run_1/cell_classes.png
(8 px per micron)
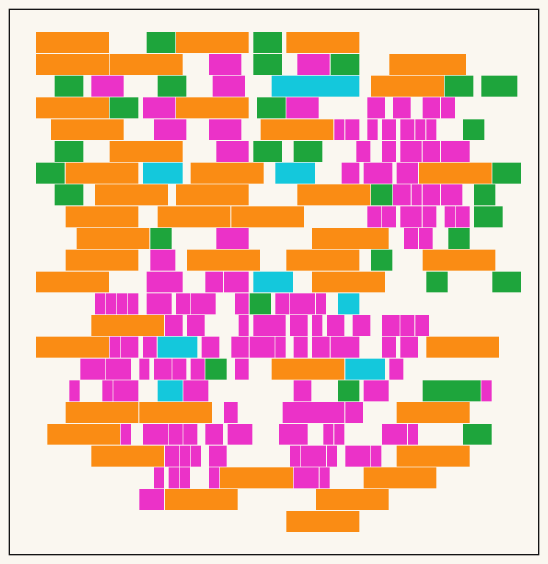
run_1/met3.png
(6 px per micron) Cells faint in the background.
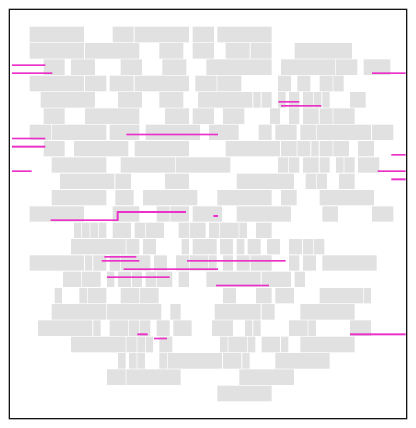
run_1/pins.png
(6 px per micron) Pins as bars across the die edge, other pins in gray.
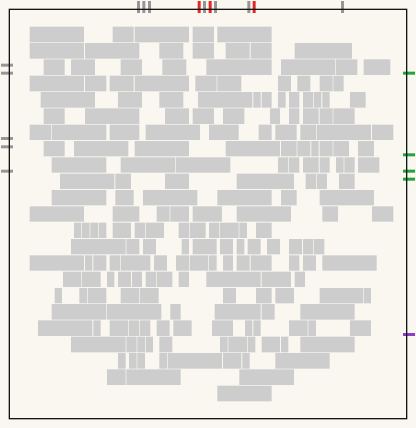
run_1/wire_density.png
(4 px per micron) 13 x 14 tiles, from dark purple (low) to yellow (high), scaled to the fullest tile. Values are wire area over tile area, all layers added.
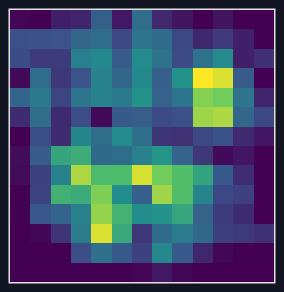
<file path="src/rtl/operand_entry.sv">
// -----------------------------------------------------------------------------
// operand_entry
//
// Front end for the arithmetic LED demo. It takes raw slide switches and a
// bouncy push-button. It sequences entry of operand A, operand B and the
// operation select. The resulting registered set goes to the arithmetic /
// LED-mux top level with a valid flag.
//
// Ports:
//   clk    in   1   system clock, all state on rising edge
//   rst    in   1   asynchronous, active-high reset
//   sw     in   W   raw slide switches (asynchronous to clk)
//   btn    in   1   raw push-button, active-high, bouncy, asynchronous
//   A      out  W   registered operand A
//   B      out  W   registered operand B
//   ctrl   out  W   registered operation select
//   valid  out  1   high only while A/B/ctrl form a complete, stable set
//   stage  out  4   one-hot entry stage {SHOW, ENTER_OP, ENTER_B, ENTER_A}
// -----------------------------------------------------------------------------
module operand_entry #(
  parameter int DB_CYCLES = 1000000,
  parameter int W         = 3
) (
  input  logic         clk,
  input  logic         rst,
  input  logic [W-1:0] sw,
  input  logic         btn,
  output logic [W-1:0] A,
  output logic [W-1:0] B,
  output logic [W-1:0] ctrl,
  output logic         valid,
  output logic [3:0]   stage
);

  // The counter only has to reach DB_CYCLES-1.
  localparam int CNT_W = (DB_CYCLES > 2) ? $clog2(DB_CYCLES) : 1;
  localparam logic [CNT_W-1:0] CNT_MAX = CNT_W'(DB_CYCLES - 1);

  // The state encoding is the one-hot stage pattern, so stage is the state
  // register itself.
  typedef enum logic [3:0] {
    ST_ENTER_A  = 4'b0001,
    ST_ENTER_B  = 4'b0010,
    ST_ENTER_OP = 4'b0100,
    ST_SHOW     = 4'b1000
  } state_t;

  logic [W-1:0]     sw_meta_q, sw_s_q;
  logic             btn_meta_q, btn_s_q;
  logic [CNT_W-1:0] db_cnt_q, db_cnt_d;
  logic             db_level_q, db_level_d;
  logic             db_level_dly_q;
  logic             press_s;
  state_t           state_q, state_d;
  logic [W-1:0]     a_q, a_d;
  logic [W-1:0]     b_q, b_d;
  logic [W-1:0]     ctrl_q, ctrl_d;
  logic             valid_q, valid_d;

  // Two-flop synchronisers for the asynchronous switch and button inputs.
  always_ff @(posedge clk or posedge rst) begin
    if (rst) begin
      sw_meta_q  <= {W{1'b0}};
      sw_s_q     <= {W{1'b0}};
      btn_meta_q <= 1'b0;
      btn_s_q    <= 1'b0;
    end else begin
      sw_meta_q  <= sw;
      sw_s_q     <= sw_meta_q;
      btn_meta_q <= btn;
      btn_s_q    <= btn_meta_q;
    end
  end

  // Debounce next state. A level change is accepted only after DB_CYCLES
  // consecutive mismatched cycles. Any matching cycle restarts the count.
  always_comb begin
    db_cnt_d   = db_cnt_q;
    db_level_d = db_level_q;
    if (btn_s_q != db_level_q) begin
      if (db_cnt_q == CNT_MAX) begin
        db_level_d = ~db_level_q;
        db_cnt_d   = {CNT_W{1'b0}};
      end else begin
        db_cnt_d   = db_cnt_q + {{(CNT_W-1){1'b0}}, 1'b1};
      end
    end else begin
      db_cnt_d = {CNT_W{1'b0}};
    end
  end

  // Debounce counter, debounced level and its one-cycle delayed copy.
  always_ff @(posedge clk or posedge rst) begin
    if (rst) begin
      db_cnt_q       <= {CNT_W{1'b0}};
      db_level_q     <= 1'b0;
      db_level_dly_q <= 1'b0;
    end else begin
      db_cnt_q       <= db_cnt_d;
      db_level_q     <= db_level_d;
      db_level_dly_q <= db_level_q;
    end
  end

  // Rising edge of the debounced level. Release produces no event.
  assign press_s = db_level_q & ~db_level_dly_q;

  // Entry FSM next state and capture logic. Each operand register is written
  // only from its own stage, and only on the press cycle.
  always_comb begin
    state_d = state_q;
    a_d     = a_q;
    b_d     = b_q;
    ctrl_d  = ctrl_q;
    valid_d = valid_q;
    case (state_q)
      ST_ENTER_A: begin
        if (press_s) begin
          a_d     = sw_s_q;
          state_d = ST_ENTER_B;
        end else begin
          state_d = ST_ENTER_A;
        end
      end
      ST_ENTER_B: begin
        if (press_s) begin
          b_d     = sw_s_q;
          state_d = ST_ENTER_OP;
        end else begin
          state_d = ST_ENTER_B;
        end
      end
      ST_ENTER_OP: begin
        // valid rises on the same edge as the ctrl capture.
        if (press_s) begin
          ctrl_d  = sw_s_q;
          valid_d = 1'b1;
          state_d = ST_SHOW;
        end else begin
          state_d = ST_ENTER_OP;
        end
      end
      ST_SHOW: begin
        if (press_s) begin
          valid_d = 1'b0;
          state_d = ST_ENTER_A;
        end else begin
          state_d = ST_SHOW;
        end
      end
      default: begin
        // Illegal encodings recover to the start of entry.
        valid_d = 1'b0;
        state_d = ST_ENTER_A;
      end
    endcase
  end

  // FSM state and captured operand registers.
  always_ff @(posedge clk or posedge rst) begin
    if (rst) begin
      state_q <= ST_ENTER_A;
      a_q     <= {W{1'b0}};
      b_q     <= {W{1'b0}};
      ctrl_q  <= {W{1'b0}};
      valid_q <= 1'b0;
    end else begin
      state_q <= state_d;
      a_q     <= a_d;
      b_q     <= b_d;
      ctrl_q  <= ctrl_d;
      valid_q <= valid_d;
    end
  end

  assign A     = a_q;
  assign B     = b_q;
  assign ctrl  = ctrl_q;
  assign valid = valid_q;
  assign stage = state_q;

endmodule

</file>
<file path="config.mk">
export PLATFORM = sky130hd
export DESIGN_NAME = operand_entry
export DESIGN_NICKNAME = d
export VERILOG_FILES = /design/src/rtl/operand_entry.sv
export SDC_FILE = /design/constraint.sdc
export NUM_CORES = 1
export LEC_CHECK = 0
export ABC_CLOCK_PERIOD_IN_PS = 2100
export CORE_AREA = 2 2 64 66
export DETAILED_ROUTE_END_ITERATION = 7
export DIE_AREA = 0 0 66 68
export PLACE_DENSITY_LB_ADDON = 0.1
export SYNTH_ARGS = -nofsm -noshare
export SYNTH_HDL_FRONTEND = slang
export SYNTH_SLANG_ARGS = --single-unit
</file>
<file path="constraint.sdc">
create_clock -name clk -period 2.1 [get_ports clk]
set_clock_uncertainty 0.1 [all_clocks]
set_input_delay 0.63 -clock clk [delete_from_list [all_inputs] [get_ports clk]]
set_output_delay 0.63 -clock clk [all_outputs]
set_load 0.01 [all_outputs]
</file>
==> impl_report.txt, run 1 <==
FLOW METRICS REPORT
----------------------------------------------------
[Final timing]
  Max frequency ........................ 502 MHz
  Setup repair after global routing missed its margin ........................ no
  Final Hold Viols ........................ 0
  Final worst-path setup slack ........................ 107 ps
  Worst hold slack ........................ 252 ps
  Slew headroom ........................ 66.0%
  Setup TNS after final layout ........................ 0 ps
  Endpoints failing setup ........................ 0

[Logic synthesis]
  Yosys adder share ........................ 0.651%
  Yosys stat chip area ........................ 1920 sq um
  Proportion of synthesized area in mux cells ........................ just under 6%
  Xor/xnor share ........................ 7.29%
  Syn avg cell area ........................ 11.1 sq um
  Number of standard cells after synthesis ........................ around 170
  Number of unique standard cell types used by synthesis ........................ 35
  FFs w/ async S/R, synth ........................ 100%
  Dominant comb cell ........................ simple AND/OR/NAND/NOR gates
  Compound-gate portion of the synthesized area ........................ 4.69%
  Simple logic cell fraction of the synthesized area ........................ between 20% and 30%
  Number of enable flip-flop cells ........................ 0
  Net count of the mapped netlist ........................ 180
  Most instantiated library cell after synthesis ........................ dfrtp_1

[Cells and area]
  Number of signal-net inverters in the final layout ........................ 3
  Layout non-clock buf frac ........................ 12.2%
  Count of flip-flops and latches ........................ between 40 and 50
  Max-area cell class ........................ registers
  Relative area of clock buffers and inverters in the final design ........................ 4.86%
  Combinational fraction of the cell area ........................ 33.3%
  Count of antenna diodes in the layout ........................ 0
  Commonest cells after routing, fill and taps aside ........................ 42 x dfrtp_1, 24 x nor2_1, 18 x clkdlybuf4s50_1
  Fraction of standard cell area that is sequential ........................ about 47%
  Post-route cell area ........................ 2370 sq um
  Most frequent logic cell in the layout ........................ dfrtp_1
  Non-clock buffer total of the final layout ........................ 30
  Max FFs per register ........................ 20
  Top register by number of flip-flops ........................ db_cnt_q
  Layout multi-input combinational cell count ........................ 121
  Post-Route Utilization ........................ 61.4%
  Number of nets in the layout ........................ between 200 and 250

[Placement]
  Placed Cells incl. Taps ........................ 243
  Quantity of I/O buffers inserted on ports ........................ 19
  HPWL reported at the end of detailed placement ........................ approximately 2400 microns
  Post-place setup slack ........................ 112 ps

[Floorplanning]
  Number of core rows ........................ 23
  Floorplan Core Area ........................ 3860 sq um
  Core Density at Floorplan ........................ ~50%
  Die Y-Extent ........................ 68 microns
  Boundary pin count ........................ 20
  X dimension of the die ........................ about 66 microns

[Detailed routing]
  Total routed wirelength ........................ 3460 microns
  1st-iter DRT viols ........................ 83
  Routed length on met1 ........................ 1690 microns
  Post-route antenna net violation count ........................ 0
  Total vias in the final route ........................ about 1400
  Routed length on met2 ........................ 1570 microns

[Clock network]
  Clock insertion delay at the later pin of the skew report ........................ 300 ps
  TritonCTS clock tree ........................ built
  Hold_buf cts ........................ 0
  Clock tree root driver cell ........................ clkbuf_8

[Power and ir drop]
  Reported leakage power ........................ slightly above 1 nW
  Power in combinational cells ........................ 0.0000474 W
  P_clk ........................ 0.000658 W
  Leading power group ........................ sequential cells
  Sequential power share ........................ 55.2%
  Part of the power in combinational logic ........................ 3.0%
  Sw Ratio ........................ 21.4%
  Reported sequential group power ........................ 0.000868 W
  Switching power ........................ 0.000336 W

[Job]
  OpenROAD warnings ........................ 26

[Setup path]
  Critical path's top delay family ........................ buffers and inverters
  Register-to-register setup slack ........................ 120 ps
  Crit path DAT ........................ 1260 ps
  Buffering stage count on the worst path with inverters included ........................ 1
  Kind of end point of the critical path ........................ output port
  Critical Path Source ........................ valid$_DFFE_PP0P_
  Destination of the critical timing path ........................ valid
  Cell count along the critical path ........................ 1
  Worst r2r path cells ........................ 5
  Capture instance of the worst register-to-register path ........................ db_cnt_q[18]$_DFF_PP0_
  Max FO, Critical Path ........................ 5

[Worst hold path]
  Path type of the worst min-delay path ........................ register to register
  Hold path start ........................ sw_meta_q[2]$_DFF_PP0_

[Global route]
  Met1 capacity usage during global routing ........................ 22.9%
  M2 GR Usage ........................ approximately a quarter
  Congestion Overflow GR ........................ 0
  Pin count of the biggest net entering global routing ........................ 45
  GRT met3 Usage ........................ 4.93%
  Number of antenna violations at the first check in global routing ........................ 0

[Status]
  Status ........................ completed

----------------------------------------------------
## Picture notes: cell_classes.png
- cyan: clock drivers and dummy loads (cells 8; share of their area 5.0%)
- green: other buffers and delay cells (cells 30; share of their area 12%)
- magenta: all other logic (cells 124; share of their area 35%)
- orange: flip-flops (cells 44; share of their area 48%)

## Picture notes: met3.png
- wire length on this layer: 161 microns
- nets with wire on the layer: 18
- share of all routed wire: 4.7%
- longest straight run: 16.1 microns
- main direction: horizontal

## Picture notes: pins.png
- red: ctrl (pins 3; direction output; edge north)
- purple: rst (pins 1; direction input; edge east)
- green: stage (pins 4; direction output; edge east)
- all pins by edge: 10 north, 5 west, 5 east

## Picture notes: wire_density.png
- densest ninth of the die: center
- fullest tile: 0.43
- mean over tiles: 0.12

==> run 2, diff against run 1 <==
Settings changed: ABC_CLOCK_PERIOD_IN_PS 2100 to not set.
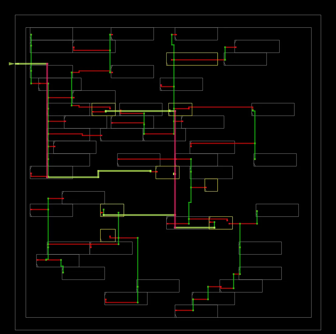
run_2/final_clocks.png
count of clock tree sinks: 44
count of flip-flops and latches: 44

==> impl_report.txt, run 2 <==
FLOW METRICS REPORT
----------------------------------------------------
[Status]
  Status ........................ completed

[Detailed routing]
  Total routed wirelength ........................ approximately 3500 microns
  1st-iter DRT viols ........................ slightly above 80
  Total vias in the final route ........................ ~1400

[Cells and area]
  Layout non-clock buf frac ........................ 12.2%
  Max FFs per register ........................ 20
  Top register by number of flip-flops ........................ db_cnt_q
  Max-area cell class ........................ registers
  Combinational fraction of the cell area ........................ 33.3%
  Relative area of clock buffers and inverters in the final design ........................ 4.86%
  Count of antenna diodes in the layout ........................ 0
  Number of signal-net inverters in the final layout ........................ 3
  Post-route cell area ........................ 2370 sq um

[Clock network]
  Hold_buf cts ........................ 0
  TritonCTS clock tree ........................ built

[Floorplanning]
  Core Density at Floorplan ........................ 49.8%
  X dimension of the die ........................ 66 microns

[Logic synthesis]
  Number of standard cells after synthesis ........................ around 170
  Compound-gate portion of the synthesized area ........................ 4.69%
  Net count of the mapped netlist ........................ 180
  Dominant comb cell ........................ simple AND/OR/NAND/NOR gates
  Yosys stat chip area ........................ a little under 2000 sq um
  Yosys adder share ........................ 0.651%
  Number of enable flip-flop cells ........................ 0
  Simple logic cell fraction of the synthesized area ........................ 22.5%

[Final timing]
  Slew headroom ........................ 66.0%

[Setup path]
  Cell count along the critical path ........................ 1
  Max FO, Critical Path ........................ 5
  Buffering stage count on the worst path with inverters included ........................ 1
  Capture instance of the worst register-to-register path ........................ db_cnt_q[18]$_DFF_PP0_
  Worst r2r path cells ........................ 5
  Destination of the critical timing path ........................ valid

[Power and ir drop]
  Reported leakage power ........................ 1.02 nW
  P_clk ........................ 0.000658 W

[Job]
  OpenROAD warnings ........................ 26

[Worst hold path]
  Hold path start ........................ sw_meta_q[2]$_DFF_PP0_
  Path type of the worst min-delay path ........................ register to register

[Global route]
  Met1 capacity usage during global routing ........................ 22.9%
  Congestion Overflow GR ........................ 0

[Placement]
  Placed Cells incl. Taps ........................ 243
  Quantity of I/O buffers inserted on ports ........................ 19

----------------------------------------------------
Power figures rest on the tool's default switching activity, not on a simulated workload.
